<file path="src/rtl/sum_requant_pack.sv">
// Accumulates signed partial sums into pixels, requantizes them to 1/2/4/8 bits
// and packs the pixels LSB-first into DWD-bit words on a valid/ready stream.
module sum_requant_pack #(
    parameter int DWD     = 16,
    parameter int ASUMDWD = 18,
    parameter int ACCWD   = 24
) (
    input  logic               i_clk,
    input  logic               i_rst,
    input  logic               i_cfg_vld,
    input  logic [2:0]         i_mode,     // 0 XNOR, 1 M1, 2 M2, 3 M4, 4 M8
    input  logic               i_oNumT,    // 0 SIGNED, 1 UNSIGNED
    input  logic [4:0]         i_shift,
    input  logic [7:0]         i_accnum,
    input  logic               i_sum_vld,
    input  logic [ASUMDWD-1:0] i_sum,
    input  logic               i_last,
    output logic               o_sum_rdy,
    output logic               o_pix_vld,
    output logic [DWD-1:0]     o_pix,
    input  logic               i_pix_rdy,
    output logic               o_busy,
    output logic [1:0]         o_state
);
    // Stream handshake: a sum transfers when i_sum_vld & o_sum_rdy at a rising
    // edge; a word transfers when o_pix_vld & i_pix_rdy, and o_pix/o_pix_vld
    // hold until that transfer.
    localparam int SW = $clog2(DWD);
    localparam int RW = ACCWD + 33;

    localparam logic [2:0] MODE_XNOR = 3'd0;
    localparam logic [2:0] MODE_M1   = 3'd1;
    localparam logic [2:0] MODE_M2   = 3'd2;
    localparam logic [2:0] MODE_M4   = 3'd3;

    typedef enum logic [1:0] {IDLE = 2'd0, RUN = 2'd1, DRAIN = 2'd2} state_t;
    state_t state, state_nxt;

    logic [2:0]              mode_q;
    logic                    uns_q;
    logic [4:0]              shift_q;
    logic [7:0]              accnum_q;
    logic signed [ACCWD-1:0] acc;
    logic [7:0]              cnt;
    logic [SW-1:0]           slot;
    logic [DWD-1:0]          pack_q;

    logic                    accept, pix_done, word_done, uns_clip;
    logic signed [ACCWD-1:0] v;
    logic [8:0]              cnt_inc, acc_eff;
    logic [1:0]              lb;
    logic [7:0]              mask, pix_val;
    logic signed [RW-1:0]    rnd, r, hi, lo;
    logic [SW-1:0]           pos, slots_m1;
    logic [DWD-1:0]          word_nxt;

    always_ff @(posedge i_clk or negedge i_rst) begin
        if (!i_rst) state <= IDLE;
        else        state <= state_nxt;
    end

    always_comb begin
        state_nxt = state;
        case (state)
            IDLE:    if (i_cfg_vld) state_nxt = RUN;
            RUN:     if (accept && i_last) state_nxt = DRAIN;
            DRAIN:   if (o_pix_vld && i_pix_rdy) state_nxt = IDLE;
            default: state_nxt = IDLE;
        endcase
    end

    always_comb begin
        o_sum_rdy = (state == RUN) && (!o_pix_vld || i_pix_rdy);
        o_busy    = (state != IDLE);
        o_state   = state;
    end

    assign accept  = i_sum_vld && o_sum_rdy;
    assign v       = acc + ACCWD'($signed(i_sum));
    assign cnt_inc = {1'b0, cnt} + 9'd1;
    assign acc_eff = (accnum_q == 8'd0) ? 9'd1 : {1'b0, accnum_q};
    assign pix_done = accept && ((cnt_inc >= acc_eff) || i_last);

    // Requantization: log2 of the pixel width drives mask, clip range and slot layout.
    always_comb begin
        case (mode_q)
            MODE_XNOR, MODE_M1: lb = 2'd0;
            MODE_M2:            lb = 2'd1;
            MODE_M4:            lb = 2'd2;
            default:            lb = 2'd3;
        endcase
        case (lb)
            2'd0:    mask = 8'h01;
            2'd1:    mask = 8'h03;
            2'd2:    mask = 8'h0F;
            default: mask = 8'hFF;
        endcase
        uns_clip = uns_q || (mode_q == MODE_M1);
        hi  = uns_clip ? RW'(mask) : RW'(mask >> 1);
        lo  = uns_clip ? '0 : -RW'(mask >> 1) - RW'(1);
        rnd = (shift_q == 5'd0) ? '0 : (RW'(1) <<< (shift_q - 5'd1));
        r   = (RW'(v) + rnd) >>> shift_q;
        if (mode_q == MODE_XNOR)
            pix_val = {7'd0, ~v[ACCWD-1]};
        else
            pix_val = 8'((r > hi) ? hi : ((r < lo) ? lo : r)) & mask;
        pos       = slot << lb;
        slots_m1  = SW'((DWD >> lb) - 1);
        word_nxt  = pack_q | (DWD'(pix_val) << pos);
        word_done = pix_done && ((slot == slots_m1) || i_last);
    end

    always_ff @(posedge i_clk or negedge i_rst) begin
        if (!i_rst) begin
            mode_q    <= '0;
            uns_q     <= 1'b0;
            shift_q   <= '0;
            accnum_q  <= '0;
            acc       <= '0;
            cnt       <= '0;
            slot      <= '0;
            pack_q    <= '0;
            o_pix     <= '0;
            o_pix_vld <= 1'b0;
        end else begin
            if (state == IDLE && i_cfg_vld) begin
                mode_q   <= i_mode;
                uns_q    <= i_oNumT;
                shift_q  <= i_shift;
                accnum_q <= i_accnum;
                acc      <= '0;
                cnt      <= '0;
                slot     <= '0;
                pack_q   <= '0;
            end
            if (accept) begin
                if (pix_done) begin
                    acc <= '0;
                    cnt <= '0;
                end else begin
                    acc <= v;
                    cnt <= cnt_inc[7:0];
                end
            end
            if (pix_done) begin
                if (word_done) begin
                    pack_q <= '0;
                    slot   <= '0;
                end else begin
                    pack_q <= word_nxt;
                    slot   <= slot + SW'(1);
                end
            end
            // A new word may load in the same cycle the previous one transfers.
            if (word_done) begin
                o_pix     <= word_nxt;
                o_pix_vld <= 1'b1;
            end else if (i_pix_rdy) begin
                o_pix_vld <= 1'b0;
            end
        end
    end
endmodule

</file>
<file path="config.mk">
export PLATFORM = sky130hd
export DESIGN_NAME = sum_requant_pack
export DESIGN_NICKNAME = d
export VERILOG_FILES = /design/src/rtl/sum_requant_pack.sv
export SDC_FILE = /design/constraint.sdc
export NUM_CORES = 1
export LEC_CHECK = 0
export ABC_AREA = 1
export CORE_ASPECT_RATIO = 0.75
export CORE_UTILIZATION = 59
export DETAILED_ROUTE_END_ITERATION = 10
export HOLD_SLACK_MARGIN = 0.05
export PLACE_DENSITY_LB_ADDON = 0.25
export SYNTH_ARGS = -nofsm -noshare
export SYNTH_HDL_FRONTEND = slang
export SYNTH_SLANG_ARGS = --single-unit
</file>
<file path="constraint.sdc">
create_clock -name i_clk -period 8.75 [get_ports i_clk]
set_input_delay 0.875 -clock i_clk [delete_from_list [all_inputs] [get_ports i_clk]]
set_output_delay 0.875 -clock i_clk [all_outputs]
set_load 0.05 [all_outputs]
</file>
Run 1, placed standard cells:
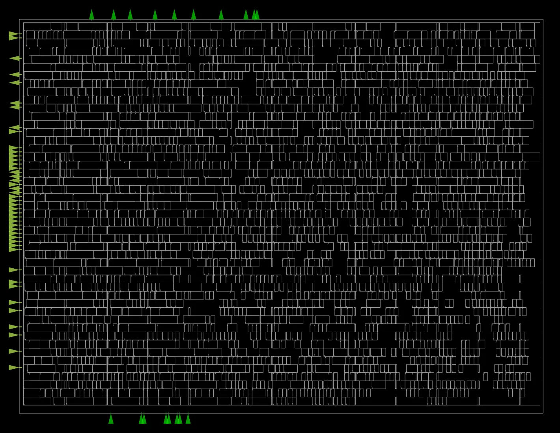
row cnt: 47
Util after Layout: 67.3%
sequential share of cell area: 14.8%

Run 1, signal wires by layer:
Two of the layers only.
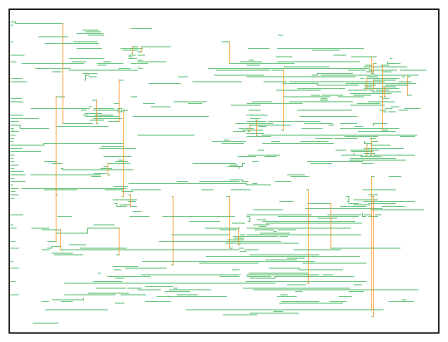
- green: M3 (wire length 4,780 um)
- orange: M4 (wire length 520 um)

==> results.cfg, run 1 <==
; implementation run metrics
[flow_run]
warning_count = 27
cap_violations = 0

[global_routing]
grt_pass1_vias = 13600
antenna_found_initial = 0
grt_max_degree = 70
grtUsageTotal_pct = 37.3
grt_use_met3_pct = 5.01
grt_overflow = 0

[route]
vias = 15400
drtIter0Drc = 2191
routed-wl-met3_um = 4780
first_pass_iters = 6
postRouteWirelength_um = 43600

[setup_path]
max_stage_delay_ns = 0.41
cpLargestDelayFamily = simple AND/OR/NAND/NOR gates
worstPathMaxFanout = 5
end_kind = flip-flop
cp_num_cells = 58
path_buffers = 10
rr_endpoint = pack_q[1]

[sta]
fin_tns_setup_ns = 0
period_minus_slack_ns = 8.26
drv_slew = 0
fin_crit_sh_pct = 94.4
hold_violations = 0
hold_slack_ns = 0.411

[placed_design]
gp_congestion = 1.05
post-dp-hpwl_um = 34100
dp_cells = 2585
placed_area_um2 = 14200
dpl_worst_slack_ns = -0.0137

[finish]
largest-register = acc
comb-cell-share_pct = 66.3
largest_registers = acc: 24 flops, o_pix: 16 flops, pack_q: 16 flops
comb_area_um2 = 9840
clock_buffers = 9
syn2layout_area_growth_pct = 12.2
seqCellArea_um2 = 2200
lay_top_cells = nand2_1, nand3_1, inv_1

[synth]
synth_seq_share_pct = 16.6
synth.area.top_cells = nand2_1, dfrtp_1, ha_1
mux_area_share_pct = 0.0851
avgSynthCellArea_um2 = 5.85
simple_gate_area_share_pct = 44.6
fa_ha_area_share_pct = 12.6
yosys.area_share.aoi_pct = 12.7
top_cell_area_share_pct = 21.4
synth.most_common_cell = nand2_1
ys_cells = 2261
yosysUniqueCellTypes = 67
synthXorXnorAreaFrac_pct = 2.52

[clock_tree]
post_cts_buffers = 0
ctsHoldBuffers = 0

[die]
dieArea_um2 = 23000
die_y_um = 132
tap_cells = 294
fp-utilization_pct = 60.0

[run_status]
status = finished, final reports clean
Run 1, I/O nets highlighted:
The bar under the picture is 50 um long.
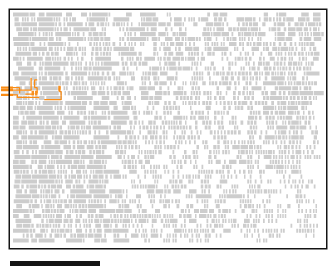
- orange: i_mode (direction input; edge left; end cells 3; buffers 3; wire 75.1 um)
I/O Pins: 62
Port Buffers: 61

Run 1, met2 routing:
The bar under the picture is 50 um long.
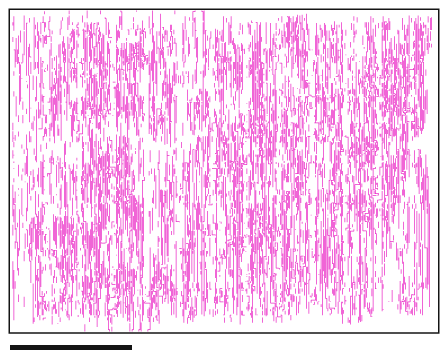

==> run 1 -> run 2 <==
- CTS_BUF_LIST: not set -> sky130_fd_sc_hd__clkbuf_4
Run 2, met2 routing:
The bar under the picture is 50 um long.
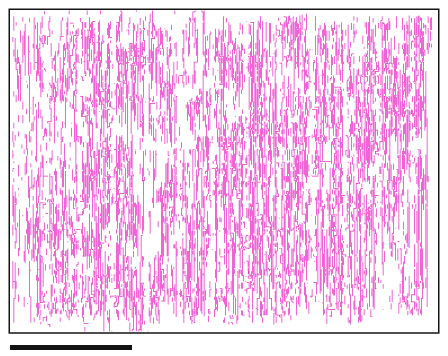
- nets with wire on the layer: 2,020
- share of all routed wire: 41%

==> results.cfg, run 2 <==
; implementation run metrics
[run_status]
status = finished, final reports clean

[clock_tree]
post_cts_buffers = 0
clk_latency_ns = 0.50
cts.sinks = 88
cts_max_level = 3
ctsHoldBuffers = 0

[synth]
synth_nets = 2434
top_cell_area_share_pct = 21.4
synth_top_cell_by_area = nand2_1
mux_area_share_pct = 0.0851
synth.area.top_cells = nand2_1, dfrtp_1, ha_1
synth.most_common_cell = nand2_1
synthXorXnorAreaFrac_pct = 2.52
fa_ha_area_share_pct = 12.6
yosys.area_share.aoi_pct = 12.7
yosysUniqueCellTypes = 67
avgSynthCellArea_um2 = 5.85
simple_gate_area_share_pct = 44.6
synthCells = 2261
synth_seq_share_pct = 16.6
ys_cells = 2261

[global_routing]
grt_pass1_vias = 13500
grt_use_met3_pct = 5.44
grt_overflow = 0
antenna_found_initial = 1
grt_max_degree = 70
grt_pass1_wl_um = 68800

[sta]
drv_slew = 0
period_minus_slack_ns = 8.15
hold_violations = 0
hold_slack_ns = 0.227
fin_crit_sh_pct = 93.2
fin_tns_setup_ns = 0
fin_ws_ns = 0.598

[finish]
largest_registers = acc: 24 flops, o_pix: 16 flops, pack_q: 16 flops
comb_cells = 1798
finish.utilization_pct = 65.9
comb_area_um2 = 9740
largest-register = acc
comb-cell-share_pct = 67.0
lay_top_cells = nand2_1, nand3_1, inv_1
seq_share_pct = 15.2
clock_buffers = 9
seqCellArea_um2 = 2200
syn2layout_area_growth_pct = 9.78

[placed_design]
dpl_worst_slack_ns = -0.0137
post-dp-hpwl_um = 34100
placed_area_um2 = 14200
dp_cells = 2585
gp_congestion = 1.05
port_buffers = 61

[setup_path]
max_stage_delay_ns = 0.41
cpLargestDelayFamily = simple AND/OR/NAND/NOR gates
rr_endpoint = pack_q[1]
end_kind = flip-flop
cp_num_cells = 54
path_buffers = 7
worstPathMaxFanout = 5

[die]
fp-utilization_pct = 60.0
dieArea_um2 = 23000
tap_cells = 294
die_y_um = 132
io_pins = 62
std_cell_rows = 47

[route]
drcViolationCount = 0
first_pass_iters = 8
routed-wl-met3_um = 4810
drtIter0Drc = 1897

[flow_run]
warning_count = 27
cap_violations = 0

[power]
Run 2, signal wires by layer:
Two of the layers only.
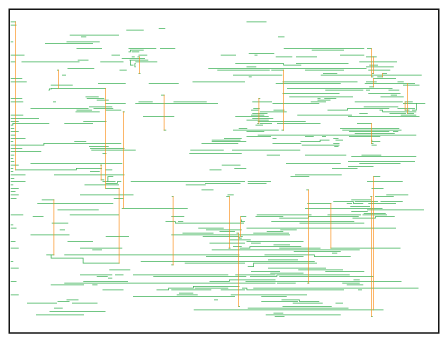
via count: 15,200
WL/cell: 16.3 um
Post-Route WL: 42,500 um
Overall Global Routing Usage: 37.0%

